[config.mk]
export PLATFORM = sky130hd
export DESIGN_NAME = coax_rx_ctrl
export DESIGN_NICKNAME = d
export VERILOG_FILES = /design/src/rtl/coax_rx_ctrl_pkg.sv /design/src/rtl/coax_fifo.sv /design/src/rtl/coax_rx_ctrl.sv
export SDC_FILE = /design/constraint.sdc
export NUM_CORES = 1
export LEC_CHECK = 0
export CORE_MARGIN = 4
export CORE_UTILIZATION = 50
export CTS_CLUSTER_SIZE = 20
export DETAILED_ROUTE_END_ITERATION = 16
export PLACE_DENSITY = 0.73
export SETUP_SLACK_MARGIN = 0.02
export SYNTH_ARGS = -nofsm -noshare
export SYNTH_HDL_FRONTEND = slang
export SYNTH_SLANG_ARGS = --single-unit
[constraint.sdc]
create_clock -name clk -period 4.5 [get_ports clk]
set_input_delay 0.675 -clock clk [delete_from_list [all_inputs] [get_ports clk]]
set_output_delay 0.675 -clock clk [all_outputs]
set_load 0.01 [all_outputs]
[src/rtl/coax_rx_ctrl_pkg.sv]
// rtl/coax_rx_ctrl_pkg.sv - shared entry type codes, defaults and FSM states for the coax receive path
package coax_rx_ctrl_pkg;

   localparam logic [1:0] TYPE_DATA    = 2'b00;
   localparam logic [1:0] TYPE_EOF     = 2'b01;
   localparam logic [1:0] TYPE_ERROR   = 2'b10;
   localparam logic [1:0] TYPE_OVF_EOF = 2'b11;

   localparam logic [9:0] ABORT_CODE_DEFAULT = 10'h200;
   localparam logic [9:0] WORD_COUNT_MAX     = 10'h3FF;

   typedef enum logic [2:0] {
      ST_DISABLED,
      ST_RESETTING,
      ST_IDLE,
      ST_RECEIVING,
      ST_TERMINATE
   } state_t;

   function automatic logic [9:0] sat_inc(input logic [9:0] value);
      return (value == WORD_COUNT_MAX) ? value : value + 10'd1;
   endfunction

endpackage

[src/rtl/coax_fifo.sv]
// rtl/coax_fifo.sv - synchronous first-word-fall-through FIFO; caller must not push when full
module coax_fifo #(
   parameter int WIDTH = 12,
   parameter int DEPTH = 16
) (
   input  logic                   clk,
   input  logic                   reset_n,
   input  logic                   push,
   input  logic                   pop,
   input  logic [WIDTH-1:0]       data_in,
   output logic [WIDTH-1:0]       data_out,
   output logic                   empty,
   output logic [$clog2(DEPTH):0] count
);
   localparam int AW = $clog2(DEPTH);

   logic [WIDTH-1:0] mem [DEPTH];
   logic [AW-1:0]    wr_ptr;
   logic [AW-1:0]    rd_ptr;
   logic             do_pop;

   assign empty    = (count == '0);
   assign do_pop   = pop && !empty;
   assign data_out = mem[rd_ptr];

   always_ff @(posedge clk or negedge reset_n) begin
      if (!reset_n) begin
         wr_ptr <= '0;
         rd_ptr <= '0;
         count  <= '0;
      end else begin
         if (push)
            wr_ptr <= wr_ptr + AW'(1);
         if (do_pop)
            rd_ptr <= rd_ptr + AW'(1);
         case ({push, do_pop})
            2'b10:   count <= count + (AW+1)'(1);
            2'b01:   count <= count - (AW+1)'(1);
            default: count <= count;
         endcase
      end
   end

   always_ff @(posedge clk) begin
      if (push)
         mem[wr_ptr] <= data_in;
   end

endmodule

[src/rtl/coax_rx_ctrl.sv]
// rtl/coax_rx_ctrl.sv - coax receiver sequencing, error recovery and tagged receive FIFO packing
module coax_rx_ctrl
   import coax_rx_ctrl_pkg::*;
#(
   parameter int         DEPTH        = 16,
   parameter int         RESET_CYCLES = 4,
   parameter logic [9:0] ABORT_CODE   = ABORT_CODE_DEFAULT
) (
   input  logic                   clk,
   input  logic                   reset_n,
   input  logic                   enable,
   input  logic                   tx_active,
   output logic                   rx_reset,
   input  logic                   rx_active,
   input  logic                   rx_error,
   input  logic                   rx_strobe,
   input  logic [9:0]             rx_data,
   output logic [11:0]            out_data,
   output logic                   out_valid,
   input  logic                   out_read,
   output logic [$clog2(DEPTH):0] fifo_count,
   output logic                   overflow,
   input  logic                   overflow_clear
);
   localparam int CW = $clog2(DEPTH) + 1;
   localparam int RW = $clog2(RESET_CYCLES + 1);

   state_t          state, next_state;
   logic [RW-1:0]   rst_cnt;
   logic [9:0]      word_cnt;
   logic            frame_lost;
   logic            lockout, start_frame, count_inc;
   logic            push_req, push_data, accept, drop, fifo_empty;
   logic [11:0]     push_entry;

   assign lockout = !enable || tx_active;

   always_comb begin
      next_state  = state;
      rx_reset    = 1'b1;
      push_req    = 1'b0;
      push_data   = 1'b0;
      push_entry  = '0;
      start_frame = 1'b0;
      count_inc   = 1'b0;
      case (state)
         ST_DISABLED: begin
            if (!lockout)
               next_state = ST_RESETTING;
         end
         ST_RESETTING: begin
            if (lockout)
               next_state = ST_DISABLED;
            else if (rst_cnt == '0)
               next_state = ST_IDLE;
         end
         ST_IDLE: begin
            rx_reset = 1'b0;
            if (lockout) begin
               next_state = ST_DISABLED;
            end else if (rx_error) begin
               push_req   = 1'b1;
               push_entry = {TYPE_ERROR, rx_data};
               next_state = ST_RESETTING;
            end else if (rx_active) begin
               start_frame = 1'b1;
               next_state  = ST_RECEIVING;
            end
         end
         ST_RECEIVING: begin
            rx_reset = 1'b0;
            if (lockout) begin
               push_req   = 1'b1;
               push_entry = {TYPE_ERROR, ABORT_CODE};
               next_state = ST_DISABLED;
            end else if (rx_error) begin
               push_req   = 1'b1;
               push_entry = {TYPE_ERROR, rx_data};
               next_state = ST_RESETTING;
            end else begin
               // A word strobed on the same cycle rx_active falls still belongs to the frame.
               if (!rx_active)
                  next_state = ST_TERMINATE;
               if (rx_strobe) begin
                  push_req   = 1'b1;
                  push_data  = 1'b1;
                  push_entry = {TYPE_DATA, rx_data};
                  count_inc  = 1'b1;
               end
            end
         end
         ST_TERMINATE: begin
            rx_reset   = 1'b0;
            push_req   = 1'b1;
            push_entry = {frame_lost ? TYPE_OVF_EOF : TYPE_EOF, word_cnt};
            next_state = ST_IDLE;
         end
         default: next_state = ST_DISABLED;
      endcase
   end

   // DATA leaves the last free slot for the frame terminator.
   assign accept = push_req &&
                   (fifo_count <= (push_data ? CW'(DEPTH - 2) : CW'(DEPTH - 1)));
   assign drop   = push_req && !accept;

   always_ff @(posedge clk or negedge reset_n) begin
      if (!reset_n) begin
         state      <= ST_DISABLED;
         rst_cnt    <= '0;
         word_cnt   <= '0;
         frame_lost <= 1'b0;
         overflow   <= 1'b0;
      end else begin
         state <= next_state;
         if (next_state == ST_RESETTING && state != ST_RESETTING)
            rst_cnt <= RW'(RESET_CYCLES - 1);
         else if (state == ST_RESETTING && rst_cnt != '0)
            rst_cnt <= rst_cnt - RW'(1);
         if (start_frame) begin
            word_cnt   <= '0;
            frame_lost <= 1'b0;
         end else begin
            if (count_inc)
               word_cnt <= sat_inc(word_cnt);
            if (drop && push_data)
               frame_lost <= 1'b1;
         end
         if (drop)
            overflow <= 1'b1;
         else if (overflow_clear)
            overflow <= 1'b0;
      end
   end

   coax_fifo #(
      .WIDTH (12),
      .DEPTH (DEPTH)
   ) u_fifo (
      .clk      (clk),
      .reset_n  (reset_n),
      .push     (accept),
      .pop      (out_read),
      .data_in  (push_entry),
      .data_out (out_data),
      .empty    (fifo_empty),
      .count    (fifo_count)
   );

   assign out_valid = !fifo_empty;

endmodule

**Routed metal, one colour a layer**

Drawn at 3 px/um.
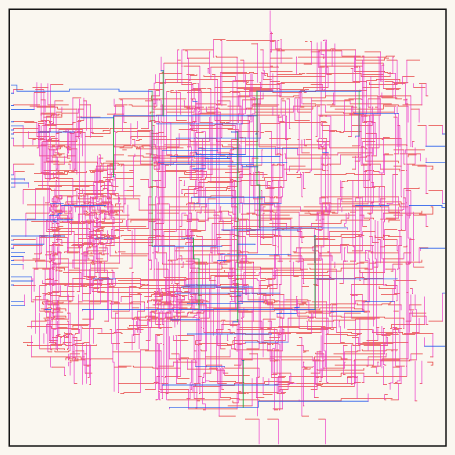
colour	layer	wire length
green	met4	277 um
blue	met3	1210 um
magenta	met2	9000 um
red	met1	8030 um
DR vias: 4684
overall routing resource usage: 17.77%
post-detailed-route wirelength per cell: 23.46 um
routed wire length: 18510 um

**M4 wires**

Drawn at 4 px/um. Supply wires on this layer in grey. Cells faint in the background.
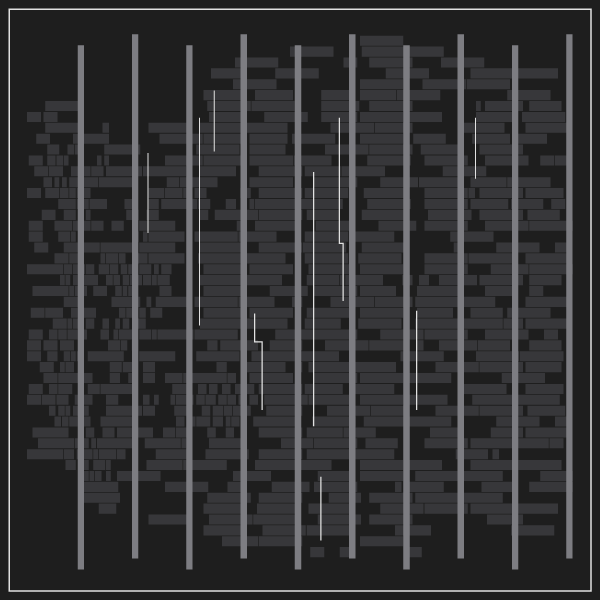
share of all routed wire	1.5%
main direction	vertical
longest straight run	63.2 um

==> summary.txt <==
Entry: Yosys synthesis followed by OpenROAD place and route.

Synth:
- Of the total synthesized cell area, the portion taken by AND, OR, NAND and NOR gates is 5.782%.
- In the post-synthesis netlist, the biggest area contributors are sky130_fd_sc_hd__edfxtp_1 61%, sky130_fd_sc_hd__mux4_1 9.8%, sky130_fd_sc_hd__dfrtp_1 8.3%.
- The run gives the proportion of synthesized flip-flops having asynchronous set or reset as 13.90%.
- The run gives the mean instance size in the synthesized netlist as 19.17 sq um.
- The run puts the number of synthesized register bits at 223.
- The run gives the count of yosys warnings during synthesis as 0.
- The run gives the dominant cell type by area after synthesis as sky130_fd_sc_hd__edfxtp_1.

Clock network:
- The run puts the count of instances resized after the clock tree is built at 0.
- On the worst setup and hold paths after CTS, the clock-pin slew comes to 0.06 ns.
- The run gives the TritonCTS sink count as 223.

Cells and area:
- The run puts the fill cell total of the finished layout at 1308.
- The run puts the count of flip-flops and latches at 223.
- The run puts the post-layout utilization of the core at 59.27%.
- The biggest slice of the area belongs to flip-flops and latches.
- Summing all multi-input logic gate instances after layout gives 2665 sq um.

Critical path:
- Per the timing report, the most critical flop-to-flop path finishes at u_fifo.count[4].
- OpenSTA lists the critical path endpoint as u_fifo.count[4].
- Per STA, the startpoint of the critical path is rx_strobe.

Status:
- The run finished with clean final reports.

Placement:
- Including well taps, the total number of placed cells is 749.
- Per the gpl log, the routability congestion estimate is 0.8782.

Job:
- The number of maximum-capacitance violations recorded for the run is 0.

Pwr:
- The run gives the power spent charging and discharging nets as 0.001391 W.
- The flow reports power dissipated in sequential cells as 0.00245 W.
- The run gives the clock network power as 0.00189 W.

Floorplanning:
- The run gives the chip height as 145.1 um.
Power is estimated from default activity; no workload was simulated.
